**Run 1: clock nets**

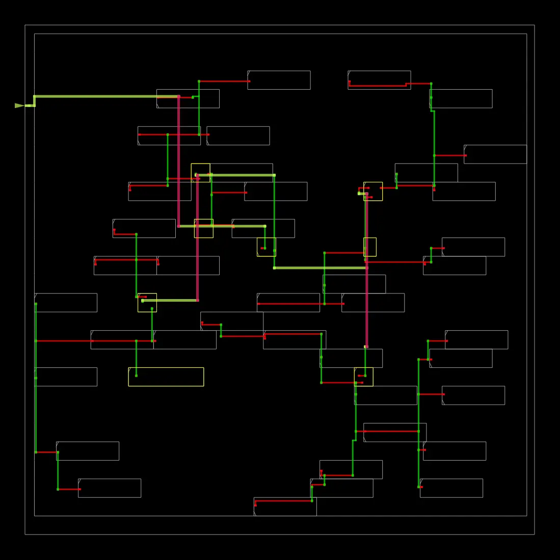
**Run 1: nets reached from selected ports**

Drawn at 4 px/µm.
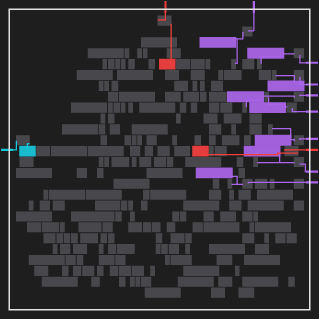
**Run 1: signal wires on met2**

Drawn at 4 px/µm. Cells faint in the background.
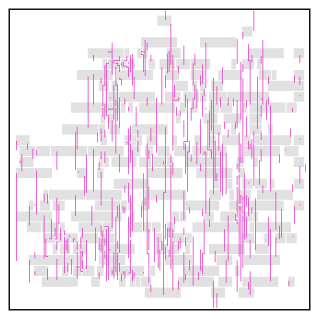
**Run 1: routed metal, one color a layer**

Drawn at 8 px/µm. Only two layers are drawn.
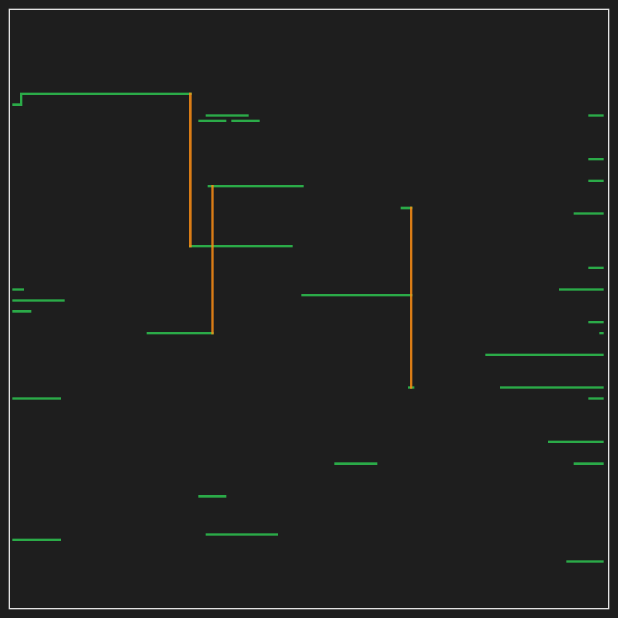
===== src/rtl/uart_pkg.sv =====
// uart_pkg: shared UART receive/transmit encodings and defaults
package uart_pkg;
  localparam int OVERSAMPLE_DEF = 16;
  localparam int SAMPLE_POINT_DEF = 7;
  typedef enum logic [2:0] {IDLE, START_CHK, DATA, PARITY, STOP} rx_state_t;
  typedef enum logic [1:0] {BITS5, BITS6, BITS7, BITS8} data_bits_t;
  function automatic logic [7:0] align_data(input logic [7:0] sh, input logic [1:0] nb);
    return sh >> (2'd3 - nb);
  endfunction
endpackage


===== src/rtl/uart_rx_sync.sv =====
// uart_rx_sync: loopback mux, 2-flop synchronizer and falling-edge detect
module uart_rx_sync (
  input  logic i_clk,
  input  logic i_rst_n,
  input  logic i_serial_data,
  input  logic i_int_serial_data,
  input  logic i_loopback_en,
  output logic o_line,
  output logic o_fall
);
  logic s1, prev;
  // Reset to 0 so a line stuck low never looks like a fresh start edge
  always_ff @(posedge i_clk or negedge i_rst_n) begin
    if (!i_rst_n) begin
      s1 <= 1'b0;
      o_line <= 1'b0;
      prev <= 1'b0;
    end else begin
      s1 <= i_loopback_en ? i_int_serial_data : i_serial_data;
      o_line <= s1;
      prev <= o_line;
    end
  end
  assign o_fall = prev & ~o_line;
endmodule


===== src/rtl/uart_rx_fsm.sv =====
// uart_rx_fsm: 16x oversampled UART receiver; UART_RX_MAJORITY_VOTE_EN enables 3-sample bit voting
module uart_rx_fsm
  import uart_pkg::*;
#(
  parameter int OVERSAMPLE = OVERSAMPLE_DEF,
  parameter int SAMPLE_POINT = SAMPLE_POINT_DEF
) (
  input  logic       i_clk,
  input  logic       i_rst_n,
  input  logic       i_serial_data,
  input  logic       i_int_serial_data,
  input  logic       i_loopback_en,
  input  logic       i_rx_en16,
  input  logic       i_parity_en,
  input  logic       i_parity_even,
  input  logic       i_stick_parity_en,
  input  logic [1:0] i_no_of_data_bits,
  output logic [7:0] o_rx_data,
  output logic       o_rx_valid,
  output logic       o_parity_err,
  output logic       o_framing_err,
  output logic       o_break_int,
  output logic       o_rx_busy
);
  localparam int TW = $clog2(OVERSAMPLE);
`ifdef UART_RX_MAJORITY_VOTE_EN
  localparam int START_DEC = SAMPLE_POINT + 1;
`else
  localparam int START_DEC = SAMPLE_POINT;
`endif
  logic line, fall;
  rx_state_t state;
  logic [TW-1:0] tick;
  logic [2:0] nbit;
  logic [7:0] sh, data_a;
  logic [1:0] vote, nb_q;
  logic par_en_q, even_q, stick_q, par_q;
  logic dec, bit_s, exp_par;
  uart_rx_sync u_sync (
    .i_clk(i_clk),
    .i_rst_n(i_rst_n),
    .i_serial_data(i_serial_data),
    .i_int_serial_data(i_int_serial_data),
    .i_loopback_en(i_loopback_en),
    .o_line(line),
    .o_fall(fall)
  );
  // After the start check the counter restarts, so later decisions fall on the last tick of each period
  always_comb begin
    dec = i_rx_en16 && (tick == (state == START_CHK ? TW'(START_DEC) : TW'(OVERSAMPLE - 1)));
`ifdef UART_RX_MAJORITY_VOTE_EN
    bit_s = (vote[1] & vote[0]) | (vote[1] & line) | (vote[0] & line);
`else
    bit_s = line;
`endif
    data_a = align_data(sh, nb_q);
    exp_par = stick_q ? ~even_q : (even_q ? ^data_a : ~^data_a);
  end
  always_ff @(posedge i_clk or negedge i_rst_n) begin
    if (!i_rst_n) begin
      state <= IDLE;
      tick <= '0;
      nbit <= '0;
      sh <= '0;
      vote <= '0;
      nb_q <= '0;
      par_en_q <= 1'b0;
      even_q <= 1'b0;
      stick_q <= 1'b0;
      par_q <= 1'b0;
      o_rx_data <= '0;
      o_rx_valid <= 1'b0;
      o_parity_err <= 1'b0;
      o_framing_err <= 1'b0;
      o_break_int <= 1'b0;
      o_rx_busy <= 1'b0;
    end else begin
      o_rx_valid <= 1'b0;
      if (i_rx_en16) begin
        tick <= tick + 1'b1;
        vote <= {vote[0], line};
      end
      if (dec) tick <= '0;
      case (state)
        IDLE: begin
          tick <= '0;
          if (fall) begin
            state <= START_CHK;
            nbit <= '0;
            sh <= '0;
            par_q <= 1'b0;
            nb_q <= i_no_of_data_bits;
            par_en_q <= i_parity_en;
            even_q <= i_parity_even;
            stick_q <= i_stick_parity_en;
            o_rx_busy <= 1'b1;
          end
        end
        START_CHK: if (dec) begin
          state <= bit_s ? IDLE : DATA;
          o_rx_busy <= ~bit_s;
        end
        DATA: if (dec) begin
          sh <= {bit_s, sh[7:1]};
          nbit <= nbit + 1'b1;
          if (nbit == {1'b0, nb_q} + 3'd4) state <= par_en_q ? PARITY : STOP;
        end
        PARITY: if (dec) begin
          par_q <= bit_s;
          state <= STOP;
        end
        STOP: if (dec) begin
          state <= IDLE;
          o_rx_busy <= 1'b0;
          o_rx_valid <= 1'b1;
          o_rx_data <= data_a;
          o_parity_err <= par_en_q && (par_q != exp_par);
          o_framing_err <= ~bit_s;
          o_break_int <= ~bit_s && (data_a == 8'h00) && ~par_q;
        end
        default: begin
          state <= IDLE;
          o_rx_busy <= 1'b0;
        end
      endcase
    end
  end
endmodule


===== config.mk =====
export PLATFORM = sky130hd
export DESIGN_NAME = uart_rx_fsm
export DESIGN_NICKNAME = d
export VERILOG_FILES = /design/src/rtl/uart_pkg.sv /design/src/rtl/uart_rx_sync.sv /design/src/rtl/uart_rx_fsm.sv
export SDC_FILE = /design/constraint.sdc
export NUM_CORES = 1
export LEC_CHECK = 0
export CORE_UTILIZATION = 40
export CTS_BUF_LIST = sky130_fd_sc_hd__clkbuf_4
export DETAILED_ROUTE_END_ITERATION = 10
export MAX_ROUTING_LAYER = met4
export SYNTH_ARGS = -nofsm -noshare
export SYNTH_HDL_FRONTEND = slang
export SYNTH_SLANG_ARGS = --single-unit

===== constraint.sdc =====
create_clock -name i_clk -period 2.6 [get_ports i_clk]
set_input_delay 0.52 -clock i_clk [delete_from_list [all_inputs] [get_ports i_clk]]
set_output_delay 0.52 -clock i_clk [all_outputs]
set_load 0.1 [all_outputs]

==> impl_metrics.json, run 1 <==
{
  "insertion_delay_ps": 360,
  "vias": 1505,
  "finalHoldViolations": 0,
  "htreeDepth": 2,
  "top_cell": "dfrtp_1",
  "ys_sh_adder_pct": 3.55,
  "num-multi-input-gates": 150,
  "hpwl_um": 2650,
  "drt_iter0_drc": 57,
  "p_sw_share_pct": 36.9,
  "fp_nets": 225,
  "chipArea_um2": 5580,
  "hp-class": "in -> async",
  "simple_gate_area_share_pct": 19.3,
  "power.share.sequential_pct": 47.0,
  "place_area_um2": 2330,
  "crit_path_max_incr_delay_ps": 630,
  "ant_nets": 0,
  "slew_headroom_pct": 41.2,
  "warning_count": 26,
  "worst_r2r_path_depth": 8,
  "logic_family": "simple AND/OR/NAND/NOR gates",
  "comb-cell-share_pct": 41.8,
  "largest_class": "combinational gates",
  "grt_util_all_layers_pct": 16.7,
  "grt_util_met2_pct": 23.7,
  "postCtsHoldBufs": 0,
  "syn_area_um2": 2120,
  "synth_xor_xnor_area_share_pct": 4.14,
  "syn_avg_cell_area_um2": 10.2,
  "internal_power_w": 0.00119,
  "cp.arrival_ps": 2630,
  "powerSeq_w": 0.000889,
  "drc": 0,
  "postSynthSeqShare_pct": 47.3,
  "fin_util_pct": 47.3,
  "power_density_nw_per_um2": 783,
  "finalMaxSlewViolations": 0,
  "vdd_drop_max_uv": 477,
  "grt_pass1_wl_um": 6790,
  "p_comb_share_pct": 31.2,
  "coreArea_um2": 5110,
  "first_global_vias": 1427,
  "wl_met3_um": 180,
  "status": "completed",
  "crit_required_ps": 2880
}
-- 'clock nets' (at the start) --
# clk buffers: 5
flop count: 40
Final Skew: 14.0 ps
clock buffer count from CTS: 5
clock tree sinks: 40

-- 'nets reached from selected ports' (at the start) --
[cyan] `i_serial_data` | direction: input | end cells: 1 | buffers: 1 | wire: 5.20 µm
[red] `i_no_of_data_bits` | direction: input | end cells: 2 | buffers: 2 | wire: 44.2 µm
[purple] `o_rx_data` | direction: output | end cells: 8 | buffers: 8 | wire: 115 µm
IO buf count: 23
Ports: 24

-- 'signal wires on met2' (at the start) --
nets with wire on the layer: 198
share of all routed wire: 44%
main direction: vertical

-- 'routed metal, one color a layer' (at the start) --
[green] met3 | wire length: 180 µm
[orange] met4 | wire length: 59.8 µm

**Run 1: close-up of the layout**

Region (46, 46) to (66, 66) µm. Cells in gray, sequential cells in the stronger gray; small squares are vias.
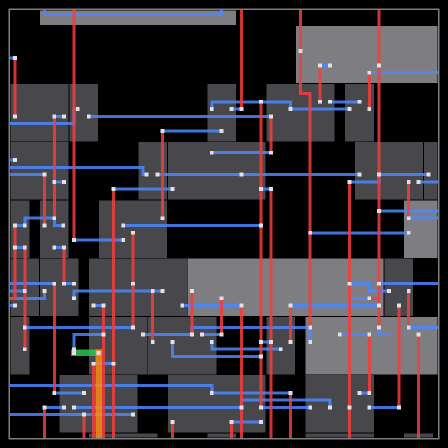

==> run 1 -> run 2 <==
--- a/config.mk
+++ b/config.mk
@@ -9,6 +9,7 @@
 export CTS_BUF_LIST = sky130_fd_sc_hd__clkbuf_4
 export DETAILED_ROUTE_END_ITERATION = 10
 export MAX_ROUTING_LAYER = met4
+export PLACE_DENSITY = 0.66
 export SYNTH_ARGS = -nofsm -noshare
 export SYNTH_HDL_FRONTEND = slang
 export SYNTH_SLANG_ARGS = --single-unit
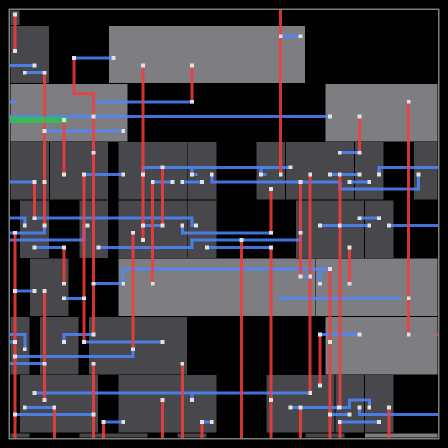
**Above:** run 2 (close-up of the layout).
Region (46, 46) to (66, 66) µm. Cells in gray, sequential cells in the stronger gray; small squares are vias.
[blue] met1
[green] met3
[red] met2
cells with their middle in the window: 28
most frequent: nand2_1 (7), dfrtp_1 (6), o21ai_2 (5)
netlist names of flops here include: `o_rx_data` (5), `nb_q` (1)
sequential cells in the window: 6

==> run 2 against run 1 <==
Global-route usage shrank 0.88 points. Non-clock buffer count increased by 1. Sequential cell count unchanged.
==> impl_metrics.json, run 2 <==
{
  "crit_path_max_incr_delay_ps": 510,
  "fp_nets": 225,
  "wl_met3_um": 142,
  "cts_sinks": 40,
  "synth_xor_xnor_area_share_pct": 4.14,
  "io_pins": 24,
  "ff_count": 40,
  "power_density_nw_per_um2": 784,
  "slew_headroom_pct": 43.0,
  "status": "completed",
  "top_cell": "dfrtp_1",
  "io_buffers": 23,
  "crit_required_ps": 2870,
  "postCtsHoldBufs": 0,
  "internal_power_w": 0.00121,
  "insertion_delay_ps": 350,
  "ant_nets": 0,
  "simple_gate_area_share_pct": 19.3,
  "comb-cell-share_pct": 41.6,
  "hpwl_um": 2610,
  "largest_class": "combinational gates",
  "clkbuf_count": 6,
  "finalHoldViolations": 0,
  "num-multi-input-gates": 150
}
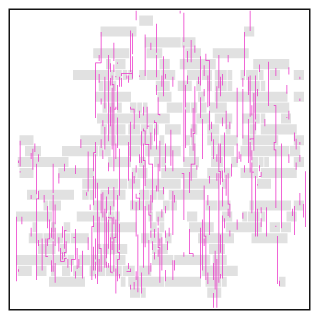
**Above:** run 2 (signal wires on met2).
Drawn at 4 px/µm. Cells faint in the background.
nets with wire on the layer: 204
main direction: vertical
wire length on this layer: 1700 µm
longest straight run: 28.9 µm
share of all routed wire: 47%
GR Layer Usage met2: 24.5%
routed wire length: 3650 µm
Vias: 1515

**Run 2: routed metal, one color a layer**

Drawn at 8 px/µm. Only two layers are drawn.
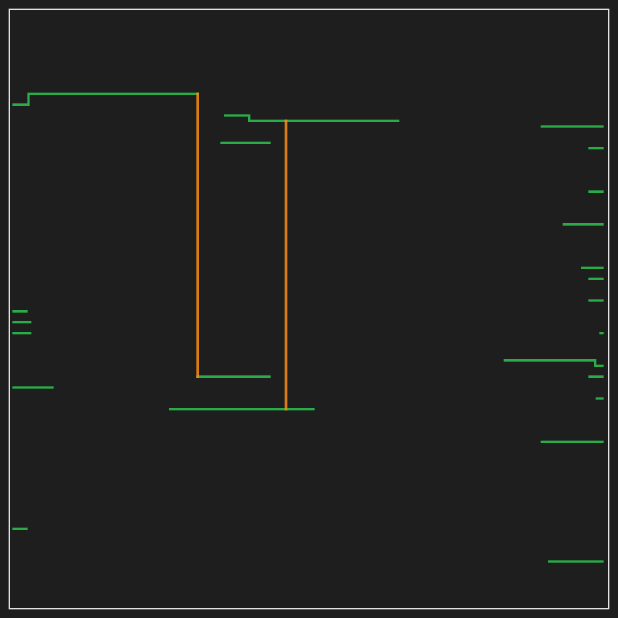

==> run 2 -> run 3 <==
--- a/config.mk
+++ b/config.mk
@@ -8,8 +8,11 @@
 export CORE_UTILIZATION = 40
 export CTS_BUF_LIST = sky130_fd_sc_hd__clkbuf_4
 export DETAILED_ROUTE_END_ITERATION = 10
+export DONT_BUFFER_PORTS = 1
 export MAX_ROUTING_LAYER = met4
-export PLACE_DENSITY = 0.66
+export PLACE_DENSITY = 0.6
+export SLEW_MARGIN = 30
 export SYNTH_ARGS = -nofsm -noshare
 export SYNTH_HDL_FRONTEND = slang
 export SYNTH_SLANG_ARGS = --single-unit
+export TNS_END_PERCENT = 50
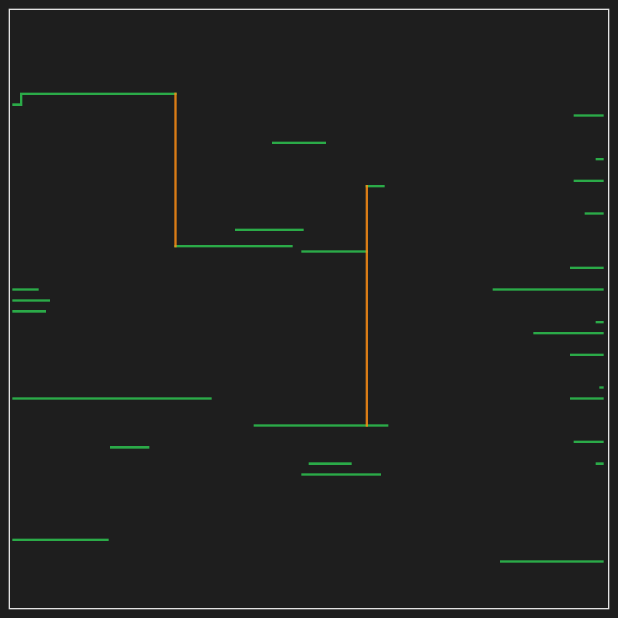
**Above:** run 3 (routed metal, one color a layer).
Drawn at 8 px/µm. Only two layers are drawn.
[green] met3 | wire length: 206 µm
[orange] met4 | wire length: 49.0 µm

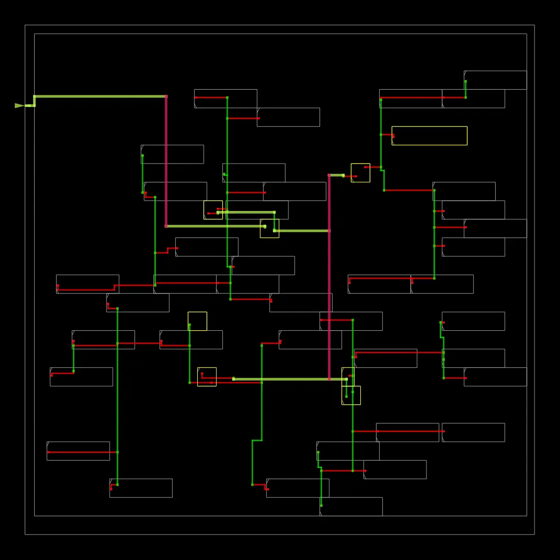
**Above:** run 3 (clock nets).
Clk power: 0.000411 W
Latency at later pin: 350 ps
Final Skew: 15.3 ps

==> run 3 against run 2 <==
Combinational power is 13% lower. Critical path type unchanged. Cell area is 7.0% lower. Sequential share of layout area is 3.1 points higher.
==> impl_metrics.json, run 3 <==
{
  "status": "completed",
  "syn_avg_cell_area_um2": 10.2,
  "clock_area_share_pct": 3.56,
  "top_cell": "dfrtp_1",
  "io_pins": 24,
  "cts_sinks": 40,
  "routed_wl_um": 3670,
  "io_buffers": 0,
  "ff_count": 40,
  "crit_required_ps": 2860,
  "wl_met3_um": 205,
  "drt_iter0_drc": 51,
  "p_sw_share_pct": 36.8,
  "worstMarginPinSlew_ps": 934,
  "tritoncts": "done",
  "simple_gate_area_share_pct": 19.3,
  "finalHoldViolations": 0,
  "final_cell_mix": "40 x dfrtp_1, 38 x nand2_1, 17 x nand3_1",
  "comb-cell-share_pct": 44.8,
  "num-multi-input-gates": 150,
  "setup_ws_ps": 321,
  "finalCriticalPeriod_ps": 2280,
  "slew_headroom_pct": 37.7,
  "hpwl_um": 2570,
  "fp_nets": 225,
  "largest_class": "combinational gates",
  "ys_sh_adder_pct": 3.55,
  "ant_nets": 0,
  "vias": 1428,
  "crit_path_max_incr_delay_ps": 500,
  "cts-root-buf": "clkbuf_4",
  "power_density_nw_per_um2": 832,
  "cts-buffers-inserted": 5,
  "die_y_um": 74.7,
  "clkbuf_count": 5,
  "internal_power_w": 0.00118,
  "postCtsHoldBufs": 2,
  "pre_cts_ws_ps": 325,
  "grt_util_met2_pct": 22.8
}
Power is estimated from default activity; no workload was simulated.
